<file path="config.mk">
export PLATFORM = sky130hd
export DESIGN_NAME = logic_sel_sweeper
export DESIGN_NICKNAME = d
export VERILOG_FILES = /design/src/rtl/logic_sel_sweeper.sv
export SDC_FILE = /design/constraint.sdc
export NUM_CORES = 1
export LEC_CHECK = 0
export CORE_ASPECT_RATIO = 1.2
export CORE_UTILIZATION = 40
export CTS_CLUSTER_DIAMETER = 40
export DETAILED_ROUTE_END_ITERATION = 10
export DONT_BUFFER_PORTS = 1
export RECOVER_POWER = 100
export SLEW_MARGIN = 20
export SYNTH_ARGS = -nofsm -noshare
export SYNTH_HDL_FRONTEND = slang
export SYNTH_SLANG_ARGS = --single-unit
</file>
<file path="constraint.sdc">
create_clock -name clk -period 3 [get_ports clk]
set_clock_uncertainty 0.05 [all_clocks]
set_input_delay 0.75 -clock clk [delete_from_list [all_inputs] [get_ports clk]]
set_output_delay 0.75 -clock clk [all_outputs]
set_load 0.01 [all_outputs]
</file>
<file path="src/rtl/logic_sel_sweeper.sv">
// logic_sel_sweeper: sweeps all 8 {sel,a,b} vectors through the AND/NAND cell and records mismatches (optional LOGIC_SWEEP_FIRST_FAIL_EN adds first-fail capture)
module logic_sel_sweeper #(
  parameter int SETTLE_CYCLES = 2
) (
  input  logic       clk,
  input  logic       reset,
  input  logic       start,
  output logic       a_o,
  output logic       b_o,
  output logic       sel_o,
  input  logic       out_and_i,
  input  logic       out_nand_i,
  output logic       busy,
  output logic       done,
  output logic       pass,
  output logic [3:0] err_count,
  output logic [7:0] fail_vec
`ifdef LOGIC_SWEEP_FIRST_FAIL_EN
  ,
  output logic       first_fail_valid,
  output logic [2:0] first_fail_idx
`endif
);
  localparam logic [2:0] S_IDLE  = 3'd0;
  localparam logic [2:0] S_DRIVE = 3'd1;
  localparam logic [2:0] S_WAIT  = 3'd2;
  localparam logic [2:0] S_CHECK = 3'd3;
  localparam logic [2:0] S_DONE  = 3'd4;
  localparam logic [3:0] SETTLE  = 4'(SETTLE_CYCLES);
  logic [2:0] r_state;
  logic [2:0] r_idx;
  logic [3:0] r_cnt;
  logic       r_a;
  logic       r_b;
  logic       r_sel;
  logic [3:0] r_err;
  logic [7:0] r_fv;
  logic       w_exp_and;
  logic       w_exp_nand;
  logic       w_mis;
`ifdef LOGIC_SWEEP_FIRST_FAIL_EN
  logic       r_ff_valid;
  logic [2:0] r_ff_idx;
  assign first_fail_valid = r_ff_valid;
  assign first_fail_idx   = r_ff_idx;
`endif
  assign w_exp_and  = ~r_idx[2] & r_idx[1] & r_idx[0];
  assign w_exp_nand = r_idx[2] & ~(r_idx[1] & r_idx[0]);
  assign w_mis      = (out_and_i != w_exp_and) | (out_nand_i != w_exp_nand);
  assign a_o        = r_a;
  assign b_o        = r_b;
  assign sel_o      = r_sel;
  assign busy       = (r_state == S_DRIVE) | (r_state == S_WAIT) | (r_state == S_CHECK);
  assign done       = r_state == S_DONE;
  assign pass       = done & (r_err == 4'd0);
  assign err_count  = r_err;
  assign fail_vec   = r_fv;
  // Sweep sequencer: drive a vector, let the cell settle, then grade its response
  always_ff @(posedge clk or posedge reset) begin
    if (reset) begin
      r_state <= S_IDLE;
      r_idx   <= 3'd0;
      r_cnt   <= 4'd0;
      r_a     <= 1'b0;
      r_b     <= 1'b0;
      r_sel   <= 1'b0;
      r_err   <= 4'd0;
      r_fv    <= 8'd0;
`ifdef LOGIC_SWEEP_FIRST_FAIL_EN
      r_ff_valid <= 1'b0;
      r_ff_idx   <= 3'd0;
`endif
    end else begin
      case (r_state)
        S_IDLE, S_DONE: begin
          if (start) begin
            r_err   <= 4'd0;
            r_fv    <= 8'd0;
            r_idx   <= 3'd0;
            r_state <= S_DRIVE;
`ifdef LOGIC_SWEEP_FIRST_FAIL_EN
            r_ff_valid <= 1'b0;
            r_ff_idx   <= 3'd0;
`endif
          end
        end
        S_DRIVE: begin
          {r_sel, r_a, r_b} <= r_idx;
          r_cnt             <= SETTLE;
          r_state           <= S_WAIT;
        end
        S_WAIT: begin
          r_cnt   <= r_cnt - 4'd1;
          r_state <= (r_cnt == 4'd1) ? S_CHECK : S_WAIT;
        end
        S_CHECK: begin
          if (w_mis) begin
            r_fv[r_idx] <= 1'b1;
            r_err       <= r_err + 4'd1;
`ifdef LOGIC_SWEEP_FIRST_FAIL_EN
            if (!r_ff_valid) begin
              r_ff_valid <= 1'b1;
              r_ff_idx   <= r_idx;
            end
`endif
          end
          r_idx   <= (r_idx == 3'd7) ? r_idx : r_idx + 3'd1;
          r_state <= (r_idx == 3'd7) ? S_DONE : S_DRIVE;
        end
        default: r_state <= S_IDLE;
      endcase
    end
  end
endmodule

</file>
run_1/pdn.png
Bar = 20 um. Pins as bars on the die edge.
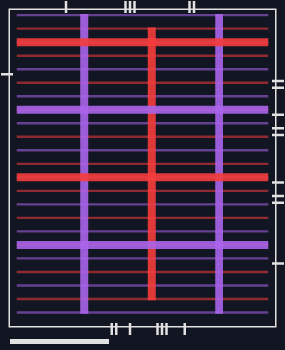
Key: purple = VSS; red = VDD
3 straps on met4. 23 signal pins sit on the boundary. The core has 22 rows. 4 straps on met5.

run_1/cell_classes.png
Fill, decap, tap and diode cells in gray.
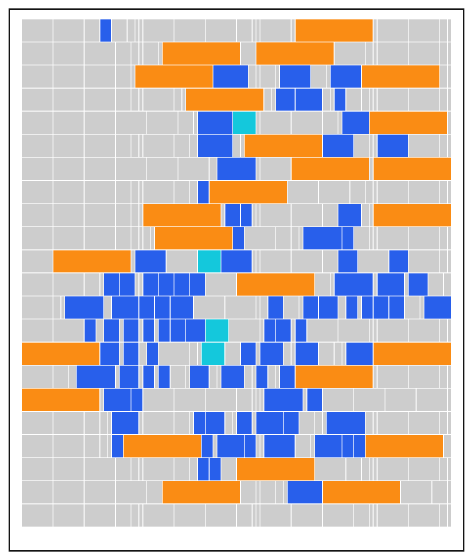
Key: orange = flops [cells 25]; blue = all other logic [cells 93]; cyan = clock drivers and dummy loads [cells 4]
core box area: 3030 sq um
fin util: 43.3%
Seq/total area: 47.7%

run_1/clock_map.png
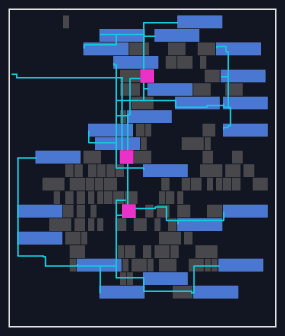
Key: cyan = clock wires [length 323 um]; magenta = cells driving clock nets [count 3]; blue = flip-flops [count 25]
Position of the flops: spread over the die. There are 4 routed clock nets.
Worst-Skew Late Latency: 0.32 ns
clock share of power: 13.3%
Clock net power: 0.000159 W

==> flow_summary.json, run 1 <==
{
  "antenna_left": 0,
  "cts_sinks": 25,
  "drc_errors": 0,
  "final_nets": 135,
  "dr.pass1.iters": 4,
  "ir_worst_vdd_mv": 0.501,
  "switching_power_w": 0.000511,
  "ys.flops": 25,
  "path_class": "reg -> out",
  "syn_nets": 136,
  "die_w_um": 53.3,
  "routed_via_density": 5.93,
  "p_sw_share_pct": 42.8,
  "synth_cell_types": 31,
  "setup_viol": 0,
  "outcome": "finished, final reports clean",
  "p_total_w": 0.00119,
  "cp.arrival_ns": 1.80,
  "grt_pass1_wl_um": 4310,
  "warning_count": 29,
  "p_per_area_nw_per_um2": 910,
  "yosysChipArea_sq_um": 1260,
  "yosys_warnings": 0,
  "final_layout_size_suffix_gt1_share_pct": 9.02,
  "seqPwrFrac_pct": 52.3,
  "vias": 937,
  "startpoint_type": "register",
  "path_clk_slew_ns": 0.15,
  "gp_congestion": 0.821,
  "cts_made_buffers": 3,
  "h-tree-depth": 1,
  "avgRoutedWirePerCell_um": 15.9,
  "syn_area_per_cell_sq_um": 10.2,
  "io_pins": 23,
  "report.final.slew_viol_count": 0,
  "num_antenna_cells": 0,
  "dp_cells": 154,
  "max_freq_mhz": 384,
  "end_kind": "output pin",
  "hpwl_um": 1790,
  "adder_share_pct": 6.92,
  "required_ns": 2.20,
  "first_iter_violations": 20,
  "synthCells": 124,
  "ys_seq_share_pct": 49.5,
  "hold_buffers": 0,
  "ys_sh_xor_pct": 1.38,
  "logic_family": "AND-OR/OR-AND gates",
  "final_area_sq_um": 1310,
  "grt_pass1_vias": 904,
  "async_flop_share_pct": 100,
  "setup_tns_ns": 0,
  "die_area_sq_um": 3390,
  "hold_class": "in -> async",
  "syn-cell-area_sq_um": 1260,
  "antenna_found_initial": 0,
  "fin_crit_ns": 2.60,
  "ys_sh_simple_pct": 15.5,
  "hold_viol": 0,
  "place_ws_ns": 0.782,
  "synthAoiAreaFrac_pct": 17.6,
  "grt_start_max_net_pins": 26,
  "clockRootBuffer": "clkbuf_4",
  "fin_crit_sh_pct": 86.8,
  "finalNonFillerCells": 158,
  "synthMuxAreaShare_pct": 4.35,
  "internal_power_w": 0.000683,
  "timing.max_cap.violations": 0,
  "postPlaceCellArea_sq_um": 1290,
  "rsz0062_at_grt": "no",
  "postCtsSetupBuffers": 0,
  "syn2layout_area_growth_pct": 3.76,
  "timing.slew.headroom_pct": 36.8,
  "ff_type": "dfrtp_1",
  "ctsResizeCount": 0,
  "setup_slack_ns": 0.397,
  "edf_count": 0,
  "clock_path_buffers": 2,
  "power.share.combinational_pct": 34.3,
  "leakagePower_nw": 0.602,
  "whs_ns": 0.334,
  "path_max_fanout": 16,
  "grt_util_all_layers_pct": 17.0,
  "io_buffers": 0,
  "die_height_um": 63.6,
  "rows": 22
}
==> run 1: power groups by stage <==
stage | logic [W] | registers, W | clock network (W)
2_1_floorplan | 0.000381 | 0.000561 | 0
3_3_place_gp | 0.000406 | 0.000624 | 0
3_5_place_dp | 0.000415 | 0.000632 | 0
4_1_cts | 0.000418 | 0.000624 | 0.000165
5_1_grt | 0.000480 | 0.000647 | 0.000177
6_report | 0.000410 | 0.000625 | 0.000159
==> run 1: layout make-up <==
type                            count  area [sq um]
Inverter                           10          37.5
Tap cell                           36          45.0
Fill cell                         312          1720
Clock inverter                      1          7.51
Sequential cell                    25           626
Clock buffer                        3          22.5
Multi-Input combinational cell     83           574
==> run 1: kinds of logic (layout without fill, tap and decap cells) <==
kind of cell	count (synthesis)	count (layout)
AOI/OAI and AO/OA	33	33
xor gates and xnor gates	2	2
adders and majority gates	7	7
buffers and inverters	16	14
DFF	25	25
muxes	5	5
and+or+nand+nor	36	36
==> run 1: sequential cells by signal, summed over array words and instances (netlist names) <==
signal / cells
a_o: 1
b_o: 1
r_idx: 3
sel_o: 1
err_count: 4
fail_vec: 8
r_state: 3
r_cnt: 4
==> run 1: worst paths after layout <==
check	from	to	slack, ns	cells past startpoint
max in group asynchronous	reset	r_idx[2]	2.13	1
worst min-delay path	reset	a_o	0.33	1
min in group clk	start	r_state[2]	0.45	1
worst min register to register	fail_vec[6]	fail_vec[6]	0.53	1
worst max register to register	r_idx[1]	fail_vec[3]	0.96	7
worst max-delay path	r_state[0]	pass	0.40	3
==> run 1: synthesized netlist by cell type, types with 2 or more instances <==
cell / n / share of area [%]
a21oi_1: 7 / 2.8
a22o_1: 5 / 3.5
a32o_1: 5 / 4.0
and3_1: 2 / 0.99
clkbuf_1: 6 / 1.8
dfrtp_1: 25 / 49
ha_1: 7 / 6.9
inv_1: 10 / 3.0
mux2_2: 4 / 3.6
nand2_1: 8 / 2.4
nand3_1: 4 / 1.6
nor2_1: 8 / 2.4
nor3_1: 3 / 1.2
nor4b_1: 2 / 1.4
o21ai_0: 9 / 3.6
o22ai_1: 3 / 1.5
xnor2_1: 2 / 1.4
==> run 1: layout by cell type, fill, tap and decap left out, types with 2 or more instances in the layout <==
master / netlist / layout
o22ai_1: 3 / 3
nor3_1: 3 / 3
nor4b_1: 2 / 2
xnor2_1: 2 / 2
nand2_1: 8 / 8
clkbuf_4: 0 / 3
o21ai_0: 9 / 9
a32o_1: 5 / 5
nand3_1: 4 / 4
nor2_1: 8 / 8
a22o_1: 5 / 5
inv_1: 10 / 9
a21oi_1: 7 / 7
and3_1: 2 / 3
ha_1: 7 / 7
dfrtp_1: 25 / 25
mux2_2: 4 / 4
==> run 1: routing by layer <==
| metal | track usage, % | share of wire (%) | up-vias |
|---|---|---|---|
| met5 | 0 | 0 | - |
| met4 | 6.91 | 0.60 | 0 |
| met3 | 2.90 | 3.5 | 2 |
| met2 | 27.3 | 50 | 23 |
| met1 | 22.0 | 46 | 464 |
| li1 | - | - | 448 |
==> run 1: critical path, cell delays in order, from the launching register on <==
cell     delay, ns
dfrtp_1       0.57
nor2_1        0.26
nand2_1       0.13
nor4b_1       0.53
==> run 2: changes to the inputs <==
Settings changed: SKIP_LAST_GASP from default to 1.
run_2/clock_map.png
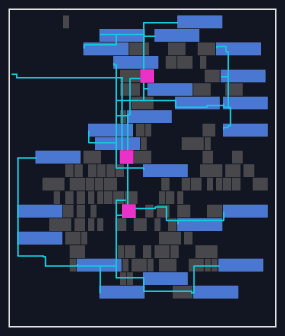
Key: cyan = clock wires [length 323 um]; blue = flip-flops [count 25]; magenta = cells driving clock nets [count 3]
There are 4 routed clock nets.

run_2/cell_classes.png
Fill, decap, tap and diode cells in gray.
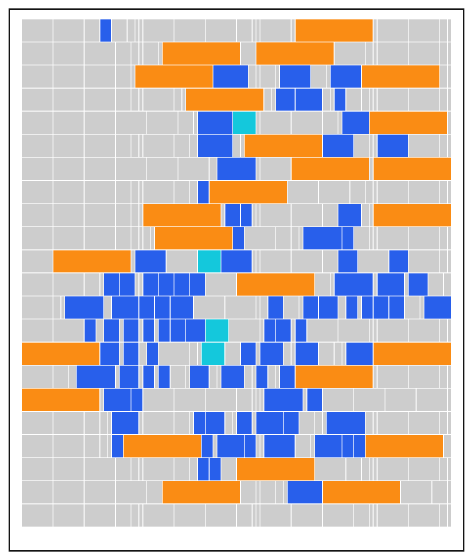
Key: blue = all other logic [cells 93]; orange = flops [cells 25]; cyan = clock drivers and dummy loads [cells 4]
num rows: 22
fin area: 1310 sq um

run_2/metal_stack.png
Bar = 20 um. Only two layers are drawn.
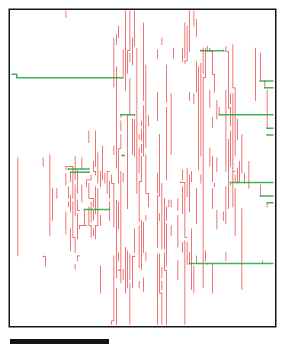
Key: red = met2 [wire length 1270 um]; green = met3 [wire length 89.5 um]
via count: 937
Total Wirelength: 2520 um
drt wl/cell: 15.9 um
GR Util All Layers: 17.0%

==> flow_summary.json, run 2 <==
{
  "outcome": "finished, final reports clean",
  "yosys_warnings": 0,
  "ff_type": "dfrtp_1",
  "required_ns": 2.20,
  "die_height_um": 63.6,
  "clockRootBuffer": "clkbuf_4",
  "critPathTopFamily": "simple AND/OR/NAND/NOR gates",
  "regArea_sq_um": 626,
  "lay_top_cells": "25 x dfrtp_1, 9 x o21ai_0, 9 x inv_1",
  "ys.flops": 25,
  "cp_slowest_stage_delay_ns": 0.57,
  "ctsResizeCount": 0,
  "hpwl_um": 1790,
  "hold_buffers": 0,
  "report.final.slew_viol_count": 0,
  "first_iter_violations": 20,
  "antenna_left": 0,
  "clock_latency_ns": 0.32,
  "grt_start_max_net_pins": 26,
  "warning_count": 29,
  "ys_sh_simple_pct": 15.5,
  "final_layout_size_suffix_gt1_share_pct": 9.02,
  "synthTopCellsByCount": "25 x dfrtp_1, 10 x inv_1, 9 x o21ai_0",
  "ys_sh_xor_pct": 1.38,
  "layout_top_cell": "dfrtp_1",
  "postCtsSetupBuffers": 0,
  "rsz0062_at_grt": "no",
  "clock_path_buffers": 2,
  "largest_reg_flops": 8,
  "crit_slowest_cell": "dfrtp_1",
  "cts_sinks": 25,
  "p_per_area_nw_per_um2": 910,
  "finalNonFillerCells": 158,
  "drc_errors": 0,
  "dp_cells": 154,
  "hold_class": "in -> async",
  "timing.max_cap.violations": 0,
  "gp_congestion": 0.821,
  "grt_pass1_vias": 904,
  "path_clk_slew_ns": 0.15,
  "area_leaders": "dfrtp_1 49%, ha_1 6.9%, a32o_1 4.0%, o21ai_0 3.6%, mux2_2 3.6%",
  "fill_cells": 312,
  "synth_dominant_cell_count": "dfrtp_1",
  "core-area_sq_um": 3030,
  "ys_seq_share_pct": 49.5,
  "die_w_um": 53.3,
  "dr.pass1.iters": 4,
  "crit_buf_inv": 0,
  "crit_chain": "nor2_1 > nand2_1 > nor4b_1",
  "setup_viol": 0,
  "syn-cell-area_sq_um": 1260,
  "cts_made_buffers": 3,
  "grt_pass1_wl_um": 4310,
  "top_area_share_pct": 49.5,
  "fin_crit_ns": 2.60,
  "end_kind": "output pin",
  "hold_viol": 0,
  "synthCells": 124,
  "syn_area_per_cell_sq_um": 10.2,
  "top_area_cell": "dfrtp_1",
  "synth_cell_types": 31,
  "routed_via_density": 5.93,
  "timing.slew.headroom_pct": 36.8,
  "num_antenna_cells": 0,
  "syn2layout_area_growth_pct": 3.76,
  "edf_count": 0
}
[run 2: cell counts after synthesis]
Identical to the previous run, type by type.
[run 2: where the power goes]
| part | switching (W) | internal (W) | total [W] |
|---|---|---|---|
| Clock | 0.000108 | 0.0000509 | 0.000159 |
| Combinational | 0.000220 | 0.000189 | 0.000410 |
| Sequential | 0.000182 | 0.000442 | 0.000625 |
[run 2: through the flow]
| stage | hold slack (ns) | util [%] | total power, W | setup slack, ns | cell area (sq um) |
|---|---|---|---|---|---|
| final | 0.334 | 43.3 | 0.00119 | 0.397 | 1310 |
| after global routing | 0.369 | 43.3 | 0.00130 | 0.251 | 1310 |
| after CTS | 0.438 | 43.5 | 0.00121 | 0.391 | 1320 |
| after detailed placement | 0.503 | 42.5 | 0.00105 | 0.782 | 1290 |
| after global placement | 0.494 | 42.5 | 0.00103 | 0.845 | 1290 |
| after floorplan | 0.460 | - | 0.000943 | 0.924 | 1260 |
[run 2: final cells by class]
cell class	count	area share (%)
Tap cell	36	3.43
Sequential cell	25	47.7
Inverter	10	2.86
Clock inverter	1	0.572
Multi-Input combinational cell	83	43.8
Clock buffer	3	1.72
[run 2: per-layer routing]
| layer | wire [um] | global-route usage [%] |
|---|---|---|
| met5 | 0 | 0 |
| met4 | 15 | 6.91 |
| met3 | 89 | 2.90 |
| met2 | 1260 | 27.3 |
| met1 | 1150 | 22.0 |
[run 2: kinds of logic (layout without fill, tap and decap cells)]
family / count (synthesis) / in the layout
AOI/OAI and AO/OA: 33 / 33
and+or+nand+nor: 36 / 36
adders and majority gates: 7 / 7
xor gates and xnor gates: 2 / 2
muxes: 5 / 5
DFF: 25 / 25
buffers and inverters: 16 / 14
[run 2: final timing paths]
check	end	slack [ns]	start	cells after the start
max	pass	0.40	r_state[0]	3
min	a_o	0.33	reset	1
max reg2reg	fail_vec[3]	0.96	r_idx[1]	7
min reg2reg	fail_vec[6]	0.53	fail_vec[6]	1
max in group asynchronous	r_idx[2]	2.13	reset	1
min in group clk	r_state[2]	0.45	start	1
run_2/pdn.png
Bar = 20 um. Pins as bars on the die edge.
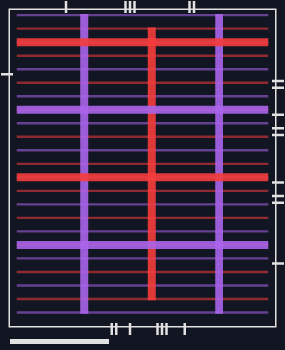

==> run 3: changes to the inputs <==
Settings changed: CORE_MARGIN from default to 10, CORE_UTILIZATION 40 to 25.
run_3/pdn.png
Bar = 20 um. Pins as bars on the die edge.
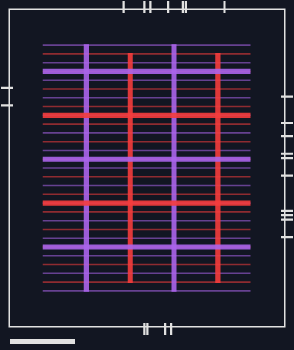
Key: purple = VSS; red = VDD
5 straps on met5. 4 straps on met4. The core has 28 rows. 23 signal pins sit on the boundary. 29 met1 rails follow the rows.

run_3/final_clocks.png
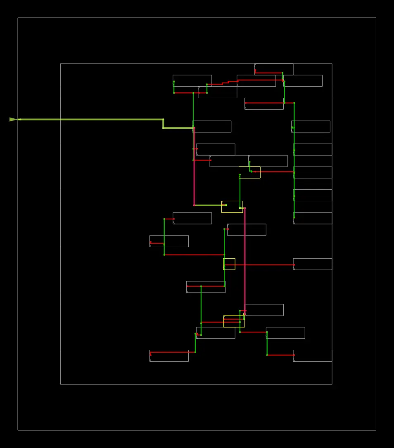
total CTS buffers: 3
Worst-Skew Late Latency: 0.27 ns
CLK BUF: 3
Sink Count: 25

==> flow_summary.json, run 3 <==
{
  "final_nets": 136,
  "postPlaceCellArea_sq_um": 1330,
  "hold_viol": 0,
  "warning_count": 29,
  "syn_area_per_cell_sq_um": 10.2,
  "grt_pass1_wl_um": 4770,
  "routed_via_density": 4.96,
  "outcome": "finished, final reports clean",
  "power.share.combinational_pct": 32.7,
  "grt_start_max_net_pins": 26,
  "hold_buffers": 0,
  "largest_reg_flops": 8,
  "worstReg2RegStart": "r_idx[0]",
  "drt-total-wl_um": 2820,
  "ff2ff_path_depth": 7,
  "layout_top_cell": "dfrtp_1",
  "yosys_warnings": 0,
  "grt_util_all_layers_pct": 6.94,
  "vias": 908,
  "r2r_end": "fail_vec[3]",
  "path_class": "reg -> out",
  "async_flop_share_pct": 100,
  "synth_dominant_cell_count": "dfrtp_1",
  "fin_crit_sh_pct": 84.6,
  "hp-start": "start",
  "path_max_fanout": 16,
  "ctsResizeCount": 0,
  "switching_power_w": 0.000515,
  "setup_viol": 0,
  "drc_errors": 0,
  "grt_pass1_vias": 918,
  "internal_power_w": 0.000726,
  "ys_seq_share_pct": 49.5,
  "p_sw_share_pct": 41.5,
  "first_iter_violations": 97,
  "fill_cells": 525,
  "final_layout_size_suffix_gt1_share_pct": 8.94,
  "synth_cell_types": 31,
  "final_area_sq_um": 1370,
  "startpoint_type": "register",
  "edf_count": 0,
  "setup_slack_ns": 0.463,
  "holdPathStages": 1,
  "timing.slew.headroom_pct": 7.01,
  "synthCells": 124,
  "die_area_sq_um": 8320,
  "setup_tns_ns": 0,
  "antenna_left": 0,
  "avgRoutedWirePerCell_um": 15.4,
  "ys.flops": 25,
  "seqPwrFrac_pct": 50.6,
  "h-tree-depth": 1,
  "hold_class": "in -> reg",
  "clockRootBuffer": "clkbuf_8",
  "core-area_sq_um": 4900,
  "die_height_um": 97.9,
  "p_per_area_nw_per_um2": 909,
  "num_antenna_cells": 0,
  "max_freq_mhz": 394,
  "path_clk_slew_ns": 0.09,
  "syn2layout_area_growth_pct": 7.91,
  "lay_top_cells": "25 x dfrtp_1, 10 x inv_1, 9 x o21ai_0"
}
run_3/clock_map.png
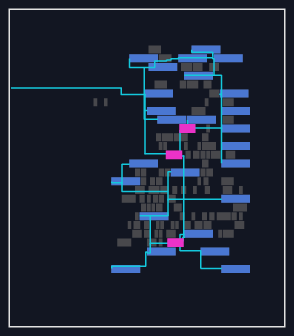
Key: cyan = clock wires [length 363 um]; blue = flip-flops [count 25]; magenta = cells driving clock nets [count 3]
There are 4 routed clock nets.
Clock net power: 0.000207 W
clock share of power: 16.7%

## run 3: cell counts after synthesis
Identical to the previous run, type by type.
## run 3: routing by layer
metal | share of wire, % | routed length [um] | up-vias | GRT usage, %
li1 | - | - | 442 | -
met1 | 42 | 1180 | 443 | 7.66
met2 | 50 | 1410 | 19 | 11.5
met3 | 6.5 | 184 | 4 | 2.74
met4 | 1.5 | 43 | 0 | 3.05
met5 | 0 | 0 | - | 0
## run 3: worst max-delay path by stage
stage,end,slack (ns),cells after the start
finish,pass,0.46,3
global route,pass,0.34,3
CTS,pass,0.45,3
detailed placement,pass,0.77,3
global placement,pass,0.79,3
floorplan,pass,0.92,4
## run 3: power by group through the flow
stage,clock [W],combinational (W),sequential (W)
after global routing,0.000226,0.000477,0.000654
after global placement,0,0.000414,0.000639
after CTS,0.000216,0.000420,0.000634
after floorplan,0,0.000381,0.000561
after detailed placement,0,0.000418,0.000641
final,0.000207,0.000406,0.000629
## run 3: worst max-delay path, cell delays in order (launching register included)
cell and delay, ns:
dfrtp_1 0.55, nor2_1 0.25, nand2_1 0.13, nor4b_1 0.54
## run 3: layout make-up
cell class | instances | area (sq um) | area share [%]
clock buffer | 3 | 41.3 | 3.02
timing repair buffer | 1 | 3.75 | 0.275
sequential | 25 | 626 | 45.8
tap | 60 | 75.1 | 5.50
multi-input combinational | 83 | 574 | 42.1
clock inverter | 1 | 7.51 | 0.550
inverter | 10 | 37.5 | 2.75
## run 3: cells by family after synthesis
| group | count (synthesis) | share of synthesized area [%] |
|---|---|---|
| AND/OR/NAND/NOR | 36 | 15.5 |
| AND-OR/OR-AND | 33 | 17.6 |
| flip-flops | 25 | 49.5 |
| buffers and inverters | 16 | 4.75 |
| adder cells (fa/ha/maj) | 7 | 6.92 |
| multiplexers | 5 | 4.35 |
| XOR/XNOR | 2 | 1.39 |
## run 3: per-stage QoR
stage	total power [W]	util, %	hold slack (ns)
3_3_place_gp	0.00105	27.0	0.498
6_report	0.00124	27.8	0.501
2_1_floorplan	0.000943	-	0.460
5_1_grt	0.00136	27.8	0.506
3_5_place_dp	0.00106	27.0	0.505
4_1_cts	0.00127	28.0	0.367
Power and IR drop assume default switching activity.
